<file path="config.mk">
export PLATFORM = sky130hd
export DESIGN_NAME = ld_req_issuer_flat
export DESIGN_NICKNAME = d
export VERILOG_FILES = /design/src/rtl/ld_req_issuer_pkg.sv /design/src/rtl/ld_req_issuer_if.sv /design/src/rtl/ld_req_issuer.sv /design/src/flat_wrapper.sv
export SDC_FILE = /design/constraint.sdc
export NUM_CORES = 1
export LEC_CHECK = 0
export CAP_MARGIN = 20
export CORE_MARGIN = 3
export CORE_UTILIZATION = 45
export CTS_BUF_LIST = sky130_fd_sc_hd__clkbuf_2
export CTS_CLUSTER_DIAMETER = 80
export CTS_CLUSTER_SIZE = 10
export DETAILED_ROUTE_END_ITERATION = 10
export PLACE_DENSITY = 0.79
export SETUP_SLACK_MARGIN = 0.02
export SLEW_MARGIN = 10
export SYNTH_ARGS = -nofsm -noshare
export SYNTH_HDL_FRONTEND = slang
export SYNTH_SLANG_ARGS = --single-unit
</file>
<file path="constraint.sdc">
create_clock -name clock -period 2.3 [get_ports clock]
set_input_delay 0.69 -clock clock [delete_from_list [all_inputs] [get_ports clock]]
set_output_delay 0.69 -clock clock [all_outputs]
set_load 0.02 [all_outputs]
</file>
<file path="src/rtl/ld_req_issuer_pkg.sv">
// Shared memory-subsystem types: front-end FSM, load-request issuer FSM, and ID counter width.
package pkg_mem;

  localparam int LD_REQ_ID_CNT_W = 2;

  typedef logic [LD_REQ_ID_CNT_W-1:0] ld_req_id_cnt_t;

  typedef enum logic [1:0] {
    MEM_FE_IDLE = 2'd0,
    MEM_FE_CMD  = 2'd1,
    MEM_FE_XFER = 2'd2,
    MEM_FE_RESP = 2'd3
  } fsm_memfe;

  typedef enum logic [3:0] {
    LD_REQ_INIT   = 4'd0,
    LD_REQ_ACQ    = 4'd1,
    LD_REQ_ID     = 4'd2,
    LD_REQ_ATTRIB = 4'd3,
    LD_REQ_RCFG   = 4'd4,
    LD_REQ_LENGTH = 4'd5,
    LD_REQ_STRIDE = 4'd6,
    LD_REQ_BASE   = 4'd7,
    LD_REQ_REPLY  = 4'd8,
    LD_REQ_DATA   = 4'd9,
    LD_REQ_RLS    = 4'd10,
    LD_REQ_DONE   = 4'd11
  } fsm_ldrq;

  // States that put a token on the request path and wait for it to be accepted.
  function automatic logic ld_req_is_emit(input fsm_ldrq s);
    case (s)
      LD_REQ_ACQ, LD_REQ_ID, LD_REQ_ATTRIB, LD_REQ_RCFG,
      LD_REQ_LENGTH, LD_REQ_STRIDE, LD_REQ_BASE, LD_REQ_RLS: return 1'b1;
      default:                                               return 1'b0;
    endcase
  endfunction

endpackage

</file>
<file path="src/rtl/ld_req_issuer_if.sv">
// Token bus between the load-request issuer (master) and the memory-side front end (slave).
interface ld_req_issuer_if
  import pkg_mem::*;
#(
  parameter int WIDTH = 32
);

  logic                       O_Valid;
  logic [WIDTH-1:0]           O_Data;
  logic                       O_Acq;
  logic                       O_Rls;
  logic [LD_REQ_ID_CNT_W-1:0] O_Reply_ID;
  logic                       I_Stall;
  logic                       I_Valid;
  logic [WIDTH-1:0]           I_Data;
  logic                       I_Term;

  modport master (
    output O_Valid, O_Data, O_Acq, O_Rls, O_Reply_ID,
    input  I_Stall, I_Valid, I_Data, I_Term
  );

  modport slave (
    input  O_Valid, O_Data, O_Acq, O_Rls, O_Reply_ID,
    output I_Stall, I_Valid, I_Data, I_Term
  );

endinterface

</file>
<file path="src/rtl/ld_req_issuer.sv">
// Load-request issuer: emits Acq, 3 IDs, descriptor words and Rls as tokens on the request path.
// Pull requests (reply-ID handshake and data wait) are compiled in only with LD_REQ_PULL_EN.
module ld_req_issuer
  import pkg_mem::*;
#(
  parameter int WIDTH   = 32,
  parameter int NUM_IDS = 3
) (
  input  logic             clock,
  input  logic             reset,
  input  logic             I_Req,
  input  logic [WIDTH-1:0] I_MyID,
  input  logic [WIDTH-1:0] I_ID_T,
  input  logic [WIDTH-1:0] I_ID_F,
  input  logic [WIDTH-1:0] I_Attrib,
  input  logic [WIDTH-1:0] I_RConfig,
  input  logic [WIDTH-1:0] I_Length,
  input  logic [WIDTH-1:0] I_Stride,
  input  logic [WIDTH-1:0] I_Base,
  input  logic             I_PullReq,
  output logic             O_Busy,
  output logic             O_Done,
  ld_req_issuer_if.master  bus
);

  localparam ld_req_id_cnt_t LAST_ID = ld_req_id_cnt_t'(NUM_IDS - 1);
  localparam ld_req_id_cnt_t ID_ONE  = ld_req_id_cnt_t'(1);

  fsm_ldrq        state, state_nxt;
  ld_req_id_cnt_t id_cnt, id_cnt_nxt;
  logic           capture;
  logic           accept;
  logic           cap_pull;

  logic [WIDTH-1:0] cap_myid, cap_id_t, cap_id_f;
  logic [WIDTH-1:0] cap_attrib, cap_rcfg, cap_length, cap_stride, cap_base;

  always_ff @(posedge clock or negedge reset) begin
    if (!reset) begin
      state      <= LD_REQ_INIT;
      id_cnt     <= '0;
      cap_myid   <= '0;
      cap_id_t   <= '0;
      cap_id_f   <= '0;
      cap_attrib <= '0;
      cap_rcfg   <= '0;
      cap_length <= '0;
      cap_stride <= '0;
      cap_base   <= '0;
    end else begin
      state  <= state_nxt;
      id_cnt <= id_cnt_nxt;
      if (capture) begin
        cap_myid   <= I_MyID;
        cap_id_t   <= I_ID_T;
        cap_id_f   <= I_ID_F;
        cap_attrib <= I_Attrib;
        cap_rcfg   <= I_RConfig;
        cap_length <= I_Length;
        cap_stride <= I_Stride;
        cap_base   <= I_Base;
      end
    end
  end

`ifdef LD_REQ_PULL_EN
  logic pull_q;

  always_ff @(posedge clock or negedge reset) begin
    if (!reset) begin
      pull_q <= 1'b0;
    end else if (capture) begin
      pull_q <= I_PullReq;
    end
  end

  assign cap_pull = pull_q;

  // Reply payload is consumed downstream; the issuer only sequences the handshake.
  logic unused_reply;
  assign unused_reply = ^bus.I_Data;
`else
  assign cap_pull = 1'b0;

  logic unused_reply;
  assign unused_reply = ^{bus.I_Data, bus.I_Valid, bus.I_Term, I_PullReq};
`endif

  assign bus.O_Valid = ld_req_is_emit(state);
  assign accept      = bus.O_Valid & ~bus.I_Stall;

  always_comb begin
    state_nxt      = state;
    id_cnt_nxt     = id_cnt;
    capture        = 1'b0;
    bus.O_Data     = '0;
    bus.O_Acq      = 1'b0;
    bus.O_Rls      = 1'b0;
    bus.O_Reply_ID = '0;
    O_Busy         = 1'b1;
    O_Done         = 1'b0;

    case (state)
      LD_REQ_INIT: begin
        O_Busy = 1'b0;
        if (I_Req) begin
          capture   = 1'b1;
          state_nxt = LD_REQ_ACQ;
        end
      end
      LD_REQ_ACQ: begin
        bus.O_Acq = 1'b1;
        if (accept) state_nxt = LD_REQ_ID;
      end
      LD_REQ_ID: begin
        case (id_cnt)
          2'd0:    bus.O_Data = cap_myid;
          2'd1:    bus.O_Data = cap_id_t;
          2'd2:    bus.O_Data = cap_id_f;
          default: bus.O_Data = '0;
        endcase
        if (accept) begin
          if (id_cnt == LAST_ID) begin
            id_cnt_nxt = '0;
            state_nxt  = LD_REQ_ATTRIB;
          end else begin
            id_cnt_nxt = id_cnt + ID_ONE;
          end
        end
      end
      LD_REQ_ATTRIB: begin
        bus.O_Data = cap_attrib;
        if (accept) state_nxt = LD_REQ_RCFG;
      end
      LD_REQ_RCFG: begin
        bus.O_Data = cap_rcfg;
        if (accept) state_nxt = LD_REQ_LENGTH;
      end
      LD_REQ_LENGTH: begin
        bus.O_Data = cap_length;
        if (accept) state_nxt = LD_REQ_STRIDE;
      end
      LD_REQ_STRIDE: begin
        bus.O_Data = cap_stride;
        if (accept) state_nxt = LD_REQ_BASE;
      end
      LD_REQ_BASE: begin
        bus.O_Data = cap_base;
        if (accept) state_nxt = cap_pull ? LD_REQ_REPLY : LD_REQ_RLS;
      end
`ifdef LD_REQ_PULL_EN
      LD_REQ_REPLY: begin
        bus.O_Reply_ID = id_cnt;
        // A terminating reply ends the transfer early, whatever the count.
        if (bus.I_Valid && bus.I_Term) begin
          id_cnt_nxt = '0;
          state_nxt  = LD_REQ_RLS;
        end else if (bus.I_Valid) begin
          if (id_cnt == LAST_ID) begin
            id_cnt_nxt = '0;
            state_nxt  = LD_REQ_DATA;
          end else begin
            id_cnt_nxt = id_cnt + ID_ONE;
          end
        end
      end
      LD_REQ_DATA: begin
        if (bus.I_Valid && bus.I_Term) state_nxt = LD_REQ_RLS;
      end
`endif
      LD_REQ_RLS: begin
        bus.O_Rls = 1'b1;
        if (accept) state_nxt = LD_REQ_DONE;
      end
      LD_REQ_DONE: begin
        O_Done    = 1'b1;
        state_nxt = LD_REQ_INIT;
      end
      default: begin
        id_cnt_nxt = '0;
        state_nxt  = LD_REQ_INIT;
      end
    endcase
  end

endmodule

</file>
<file path="src/flat_wrapper.sv">
// flat-port wrapper written by rule: the top's interface ports become plain ports
module ld_req_issuer_flat import pkg_mem::*;
#(
  parameter int WIDTH   = 32,
  parameter int NUM_IDS = 3
)
  (clock, reset, I_Req, I_MyID, I_ID_T, I_ID_F, I_Attrib, I_RConfig, I_Length, I_Stride, I_Base, I_PullReq, O_Busy, O_Done, bus_O_Valid, bus_O_Data, bus_O_Acq, bus_O_Rls, bus_O_Reply_ID, bus_I_Stall, bus_I_Valid, bus_I_Data, bus_I_Term);
  ld_req_issuer_if #(.WIDTH(WIDTH)) bus_i ();
  input  logic clock;
  input  logic reset;
  input  logic I_Req;
  input  logic [WIDTH-1:0] I_MyID;
  input  logic [WIDTH-1:0] I_ID_T;
  input  logic [WIDTH-1:0] I_ID_F;
  input  logic [WIDTH-1:0] I_Attrib;
  input  logic [WIDTH-1:0] I_RConfig;
  input  logic [WIDTH-1:0] I_Length;
  input  logic [WIDTH-1:0] I_Stride;
  input  logic [WIDTH-1:0] I_Base;
  input  logic I_PullReq;
  output logic O_Busy;
  output logic O_Done;
  output wire logic [$bits(bus_i.O_Valid)-1:0] bus_O_Valid;
  output wire logic [$bits(bus_i.O_Data)-1:0] bus_O_Data;
  output wire logic [$bits(bus_i.O_Acq)-1:0] bus_O_Acq;
  output wire logic [$bits(bus_i.O_Rls)-1:0] bus_O_Rls;
  output wire logic [$bits(bus_i.O_Reply_ID)-1:0] bus_O_Reply_ID;
  input wire logic [$bits(bus_i.I_Stall)-1:0] bus_I_Stall;
  input wire logic [$bits(bus_i.I_Valid)-1:0] bus_I_Valid;
  input wire logic [$bits(bus_i.I_Data)-1:0] bus_I_Data;
  input wire logic [$bits(bus_i.I_Term)-1:0] bus_I_Term;
  assign bus_O_Valid = bus_i.O_Valid;
  assign bus_O_Data = bus_i.O_Data;
  assign bus_O_Acq = bus_i.O_Acq;
  assign bus_O_Rls = bus_i.O_Rls;
  assign bus_O_Reply_ID = bus_i.O_Reply_ID;
  assign bus_i.I_Stall = bus_I_Stall;
  assign bus_i.I_Valid = bus_I_Valid;
  assign bus_i.I_Data = bus_I_Data;
  assign bus_i.I_Term = bus_I_Term;
  ld_req_issuer #(.WIDTH(WIDTH), .NUM_IDS(NUM_IDS)) u_core (.clock(clock), .reset(reset), .I_Req(I_Req), .I_MyID(I_MyID), .I_ID_T(I_ID_T), .I_ID_F(I_ID_F), .I_Attrib(I_Attrib), .I_RConfig(I_RConfig), .I_Length(I_Length), .I_Stride(I_Stride), .I_Base(I_Base), .I_PullReq(I_PullReq), .O_Busy(O_Busy), .O_Done(O_Done), .bus(bus_i));
endmodule
</file>
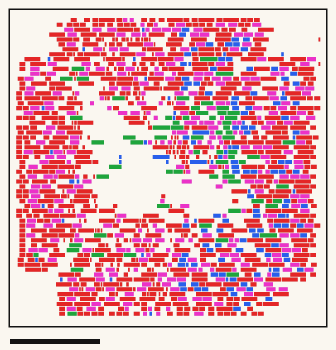
run_1/sizes.png
The bar under the picture is 50 um long.
- red: _0 and _1 cells (cells 734; most used dfrtp_1)
- magenta: _3 and _4 cells (cells 319; most used mux2_4)
- green: _6 and larger (cells 65; most used buf_12)
- blue: _2 cells (cells 148; most used mux2_2)

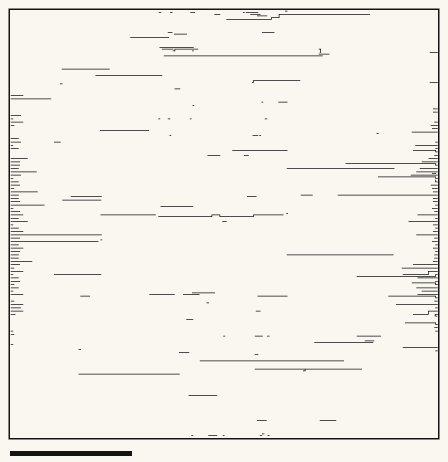
run_1/layer_met3.png
The bar under the picture is 50 um long.
- wire length on this layer: 1570 um
- share of all routed wire: 4.5%
vias post-DR: 8516
GR Util met3: 0.0339
Post-Route WL: 34900 um

==> flow_summary.ini, run 1 <==
; generated from flow reports
[outcome]
outcome = finished, violations left
violations = negative setup slack

[final_layout]
nFillCells = 2120
signal_buffers = 409
design_area_um2 = 17800
nets = 1560
comb_cells = 561
logic_area_um2 = 6190
inv_count = 1

[grt]
grt_pass1_vias = 9458
grt.overflow.total = 0

[sta]
clock-skew-final_ns = 0.0809
setup_slack_ns = -1.05
setup_viol = 37
holdWs_ns = 0.339
slew_violations = 0
max_freq_ghz = 0.299
period_needed_ns = 3.35
rsz0062_at_grt = true
worst_pin_slew_ns = 0.507
tns_ns = -34.37

[cts]
clock-root-buffer = clkbuf_2
clkLatencyLatePin_ns = 0.88
clkSinkCount = 262

[synthesis]
adder_share = 0
top_cells_by_count = dfrtp_1 (262), mux2_4 (216), mux2_2 (81)
ys_top_cells_by_area = dfrtp_1 (51%), mux2_4 (25%), mux2_2 (7.1%)
ys_chip_area_um2 = 12900
syn_inst = 888
flop_cell = dfrtp_1
yosys.cell_count.top_type = dfrtp_1
synthSimpleGateAreaFrac = 0.0326

[critical_path]
crit_path_frequent_cell = buf_6
timing.rr.end = u_core.cap_id_f[23]$_DFFE_PN0P_
startpoint_type = flop
crit_fanout = 8
endpoint_kind = output pin
r2r_start = u_core.state[0]$_DFFE_PN0P_
path_cells = buf_6, buf_6, nor3_4, nand3_4, buf_12, o211ai_1, buf_4
regToRegSetupSlack_ns = 0.15
rr_worst_depth = 8
cp_slowest_stage_delay_ns = 0.51

[power_and_ir_drop]
total_power_uw = 24600
p_leak_uw = 0.00822
ir_worst_vdd_v = 0.000530

[die]
num_rows = 61

[route]
post_drt_wl_per_cell_um = 21.2

[run]
warning_count = 63
cap_violations = 0

[place]
placedCellCount = 1589
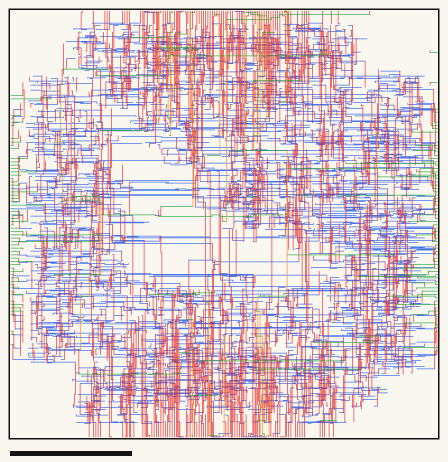
run_1/wires.png
The bar under the picture is 50 um long.
- green: metal 3 (wire length 1570 um)
- orange: metal 4 (wire length 1180 um)
- red: metal 2 (wire length 16200 um)
- blue: metal 1 (wire length 15900 um)

-- run 1: cells in the final DEF, fill, tap and decap left out, types with 4 or more instances in the layout --
cell,instances
nor2_1,38
dfrtp_1,259
buf_6,13
nand2_1,37
clkdlybuf4s50_1,258
buf_16,4
buf_12,39
diode_2,4
mux2_2,72
buf_8,8
buf_4,83
mux2_4,225
a22oi_2,31
clkbuf_2,32
mux2_1,24
o211ai_1,31
mux2i_1,32
a21oi_1,34
-- run 1: layer usage --
metal	GRT usage	wire length, um	vias to the layer above
li1	-	-	3951
met1	0.322	15900	4251
met2	0.354	16200	249
met3	0.0339	1570	65
met4	0.0789	1180	0
met5	0	0	-
-- run 1: where the power goes --
part           leakage [uW]  internal (uW)  switching (uW)
Sequential          0.00312           6950            1370
Combinational       0.00497           8460            5920
Clock              0.000137            371            1500
run_1/layer_met4.png
Supply wires on this layer in gray.
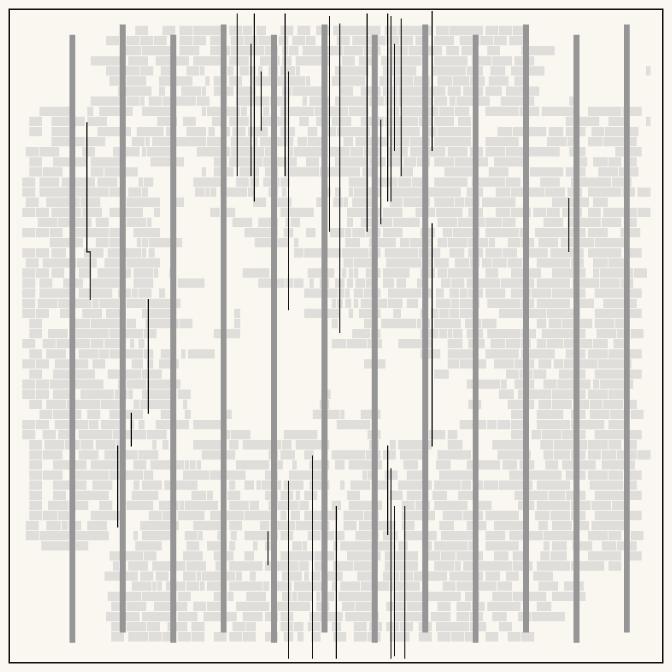

==> run 2: changes to the inputs <==
ABC_CLOCK_PERIOD_IN_PS = 3900   (was not set)
clock period = 3.9 ns   (was 2.3 ns; I/O delays follow)
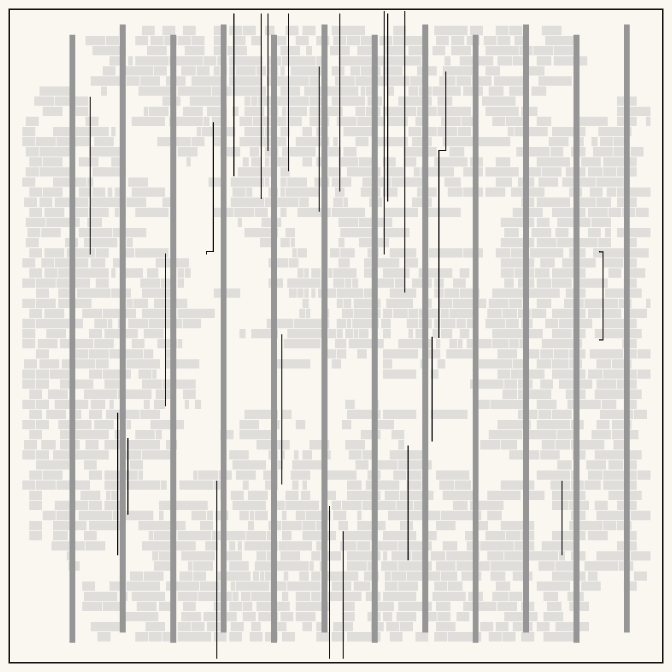
run_2/layer_met4.png
Supply wires on this layer in gray.
- share of all routed wire: 2.8%
- main direction: vertical
- longest straight run: 75.5 um
- nets with wire on the layer: 14
Post-Route WL: 35200 um
vias post-DR: 8321

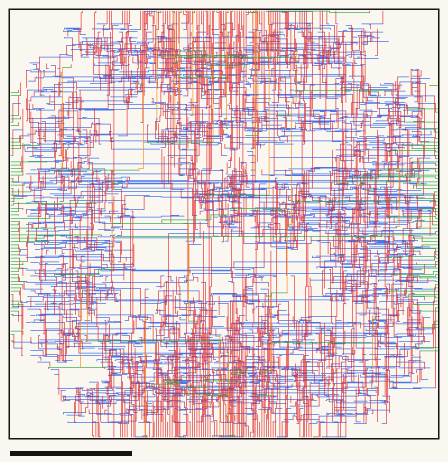
run_2/wires.png
The bar under the picture is 50 um long.
- orange: metal 4 (wire length 968 um)
- red: metal 2 (wire length 16500 um)
- green: metal 3 (wire length 1750 um)
- blue: metal 1 (wire length 15900 um)
drt wl/cell: 22.1 um
Tot GR Track Use: 0.218

==> run 2 against run 1 <==
- the flow now finishes without violations
- clock skew fell by 0.032 ns
- total power shrank 44%
- wire length grew 0.80%
- synthesized area stayed put
- global-route usage down 0.76 points
==> flow_summary.ini, run 2 <==
; generated from flow reports
[critical_path]
cp_slowest_stage_delay_ns = 0.51
r2r_start = u_core.state[0]$_DFFE_PN0P_
endpoint_kind = output pin
rr_worst_depth = 7
startpoint_type = flop
crit_path_frequent_cell = buf_12
regToRegSetupSlack_ns = 1.69
crit_fanout = 8

[sta]
period_needed_ns = 3.83
clock-skew-final_ns = 0.0487
tns_ns = 0
slew_violations = 0
rsz0062_at_grt = true

[power_and_ir_drop]
p_seq_uw = 4920
ir_worst_vdd_v = 0.000541
total_power_uw = 13800
p_comb_uw = 7800
p_switching_uw = 5070
p_sw_frac = 0.366
p_clk_uw = 1120
p_leak_uw = 0.00781
seqPwrFrac = 0.355
maxPowerGroup = combinational logic

[synthesis]
adder_share = 0
ys_top_cells_by_area = dfrtp_1 (51%), mux2_4 (25%), mux2_2 (7.1%)
yosys.cell_count.top_type = dfrtp_1
top_cells_by_count = dfrtp_1 (262), mux2_4 (216), mux2_2 (81)
synthSimpleGateAreaFrac = 0.0326

[final_layout]
design_area_um2 = 17000
comb_cells = 561
layout_top_cell = clkdlybuf4s50_1
nets = 1501
final_cell_mix = clkdlybuf4s50_1 (259), dfrtp_1 (258), mux2_4 (225)
nFillCells = 2237
inv_count = 1
logic_area_um2 = 6140

[outcome]
outcome = completed

[grt]
grt_pass1_vias = 8903

[route]
met1Wirelength_um = 15900

[run]
cap_violations = 0

[cts]
clkSinkCount = 262
run 2: cell counts after synthesis:
Identical to the previous run, type by type.
run 2: timing repair:
item,4_1_cts,5_1_grt
endpoints found under the setup margin,36,32
gates cloned,4,5
hold endpoints to repair,0,0
resized,162,61
setup buffers,6,17
pin swaps,5,32
run 2: logic make-up (layout without fill, tap and decap cells):
family | after synthesis | count (layout)
mux | 353 | 353
compound gates | 108 | 108
buf+inv | 66 | 385
xor+xnor | 1 | 1
other cells | 1 | 5
flops | 262 | 262
simple gates | 97 | 97
run 2: metal layers:
layer,up-vias,track usage
met3,57,0.0389
met5,-,0
met1,4201,0.316
met4,0,0.0620
li1,3827,-
met2,236,0.339
Power figures rest on the tool's default switching activity, not on a simulated workload.
